==> config.mk <==
export PLATFORM = sky130hd
export DESIGN_NAME = aes_round_tail
export DESIGN_NICKNAME = d
export VERILOG_FILES = /design/src/rtl/aes_pkg.sv /design/src/rtl/mix_column.sv /design/src/rtl/aes_round_tail.sv
export SDC_FILE = /design/constraint.sdc
export NUM_CORES = 1
export LEC_CHECK = 0
export CORE_MARGIN = 2
export CORE_UTILIZATION = 55
export CTS_CLUSTER_SIZE = 14
export DETAILED_ROUTE_END_ITERATION = 8
export PLACE_DENSITY = 0.89
export SYNTH_ARGS = -nofsm -noshare
export SYNTH_HDL_FRONTEND = slang
export SYNTH_SLANG_ARGS = --single-unit
==> constraint.sdc <==
create_clock -name clk -period 4.8 [get_ports clk]
set_clock_uncertainty 0.2 [all_clocks]
set_input_delay 1.44 -clock clk [delete_from_list [all_inputs] [get_ports clk]]
set_output_delay 1.44 -clock clk [all_outputs]
set_load 0.01 [all_outputs]
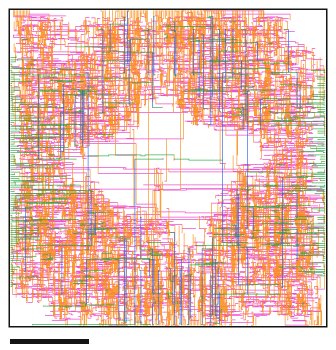
Figure 1: routed metal, one color a layer.
Scale bar: 50 um.
| layer | color | wire length |
|---|---|---|
| metal 3 | green | 4,290 um |
| metal 1 | magenta | 24.4 mm |
| metal 4 | blue | 2,700 um |
| metal 2 | orange | 28.3 mm |
DR vias: 17,700
GRT Util Overall: 29.5%
drt total wl: 59.7 mm
drt wl/cell: 19.2 um

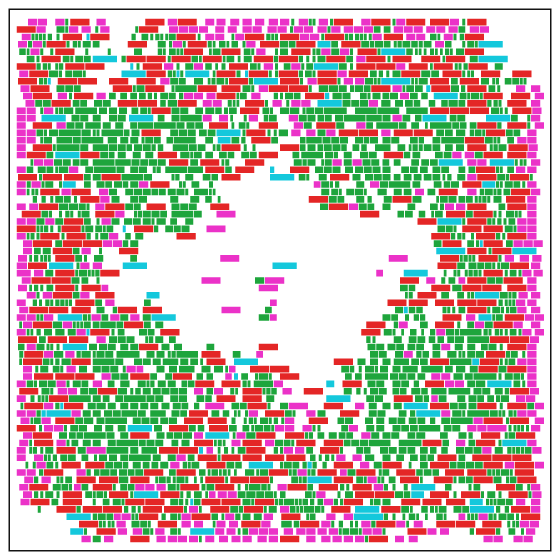
Figure 2: cells colored by class.
| class | color | cells |
|---|---|---|
| clock drivers and dummy loads | cyan | 78 |
| remaining buffers and delay cells | magenta | 436 |
| sequential cells | red | 404 |
| combinational and other logic | green | 1,677 |
Core Rows: 71
core area: 37,600 um^2

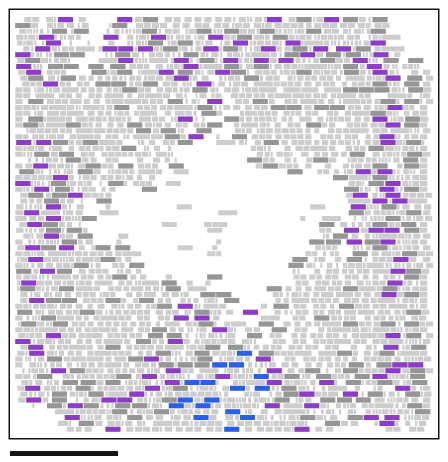
Figure 3: where the registers sit.
Scale bar: 50 um. Other sequential cells in the stronger gray, the rest of the logic in the fainter gray.
| signal | color | sequential cells | where |
|---|---|---|---|
| r_a_key | purple | 128 | spread over the die |
| blk_count | blue | 16 | south |
not colored: 260
Core Util, Final: 70.8%
seq pwr: 3.82 mW
register area: 8090 um^2
Seq/total area: 30.4%

==> results_slide.txt <==
Key Metrics from the Run

Run status
  – Outcome: complete, no violations

Power
  – Leakage: 9.82 nW
  – PD cells: 351 nW/um^2
  – Seq pwr share: 40.8%

Final timing
  – Setup Viol. Count Final: 0
  – Post-route minimum period: 4.39 ns
  – Slew Viols, Final: 0
  – Final hold vios: 0

Setup path
  – Crit-path max FO: 4
  – Startpoint types: primary input
  – Worst reg-to-reg path cell count: 7
  – R2r setup slk: 2.33 ns

Yosys
  – Gate count of the mapped netlist: 2,282
  – Synth area leaders: dfxtp_1 (39%), xnor2_1 (16%), a211oi_1 (5.5%)
  – Yosys simple share: 16.0%
  – Post-synthesis compound-gate area fraction: 13.4%
  – Synth top cells by count: dfxtp_1 (404), xnor2_1 (378), nand2_1 (307), nor2_1 (190), a211oi_1 (154)
  – Top logic family: XOR/XNOR gates
  – Top-area cell share: 38.7%
  – Synth async-reset ratio: 0%
  – Number of enable flip-flop cells: 0
  – Post-synthesis register bit count: 404

Routing
  – Vias/cell: 5.68

Job
  – OpenROAD warnings: 38

Clock network
  – Late-Pin Clk Latency: 0.57 ns
  – H-tree levels: 2

Global routing
  – Grt ovf: 0
  – Largest net degree at the start of global routing: 130

Placement
  – Port Buf Inserts: 407

Final layout
  – Fill count: 2,628
  – Final #Nets: 2,824
power groups by stage:
stage                     Combinational (mW)  Clock (mW)  Sequential, mW
after CTS                               2.09        3.49            3.81
after global placement                  2.00           0            3.87
after global routing                    2.25        3.64            3.83
final                                   2.09        3.44            3.82
after floorplan                         1.35           0            3.85
after detailed placement                2.06           0            3.88
metrics by stage:
step | setup WS (ns) | hold WS, ns | cells | util [%]
final | 0.408 | 0.266 | 3112 | 70.8
after global routing | 0.383 | 0.283 | 3111 | 70.8
after CTS | 0.404 | 0.263 | 3106 | 70.8
after detailed placement | 0.416 | 0.257 | 3028 | 66.9
after global placement | 0.414 | 0.255 | 3028 | 66.9
after floorplan | 1.26 | 0.236 | 2282 | -
cells by family (layout without fill, tap and decap cells):
| logic type | count (synthesis) | count (layout) |
|---|---|---|
| AND-OR/OR-AND | 410 | 410 |
| XOR/XNOR | 534 | 534 |
| adder cells (fa/ha/maj) | 1 | 1 |
| buffers and inverters | 206 | 519 |
| flip-flops | 404 | 404 |
| multiplexers | 31 | 31 |
| other | 0 | 6 |
| AND/OR/NAND/NOR | 696 | 696 |
critical path: cells and delay by family:
family / cells / cell delay, ns
simple gates: 1 / 0.20
buf+inv: 2 / 1.11
layer usage:
metal	share of wire, %	routed length (um)
met4	4.5	2700
met1	41	24400
met5	0	0
met2	47	28300
met3	7.2	4290
final cells by class:
| type | instances | area [um^2] | area share, % |
|---|---|---|---|
| diodes | 6 | 15.0 | 0.0564 |
| clock buffers | 64 | 1290 | 4.84 |
| clock inverters | 14 | 176 | 0.663 |
| inverters | 5 | 18.8 | 0.0705 |
| multi-input cells | 1672 | 11900 | 44.9 |
| flip-flops and latches | 404 | 8090 | 30.4 |
| well taps | 511 | 639 | 2.40 |
| repair buffers | 436 | 4450 | 16.7 |
placed cells by master (no fill, tap or decap), types with 8 or more instances in the layout:
cell type,count
xor2_2,12
clkbuf_16,45
nand4b_1,46
buf_4,17
buf_12,12
mux2i_1,28
nor3_1,31
nand3b_1,46
a21oi_1,136
nand2_1,306
nand4_1,17
nor2_1,190
clkinv_2,8
clkbuf_1,10
o211a_1,19
xnor2_1,378
nor3b_1,22
o22ai_1,14
clkdlybuf4s50_1,405
nor3_2,12
a21boi_0,14
a211o_1,22
dfxtp_1,404
xnor3_1,39
clkbuf_8,9
a211oi_1,154
xor2_1,91
o211ai_1,46
Power figures rest on the tool's default switching activity, not on a simulated workload.
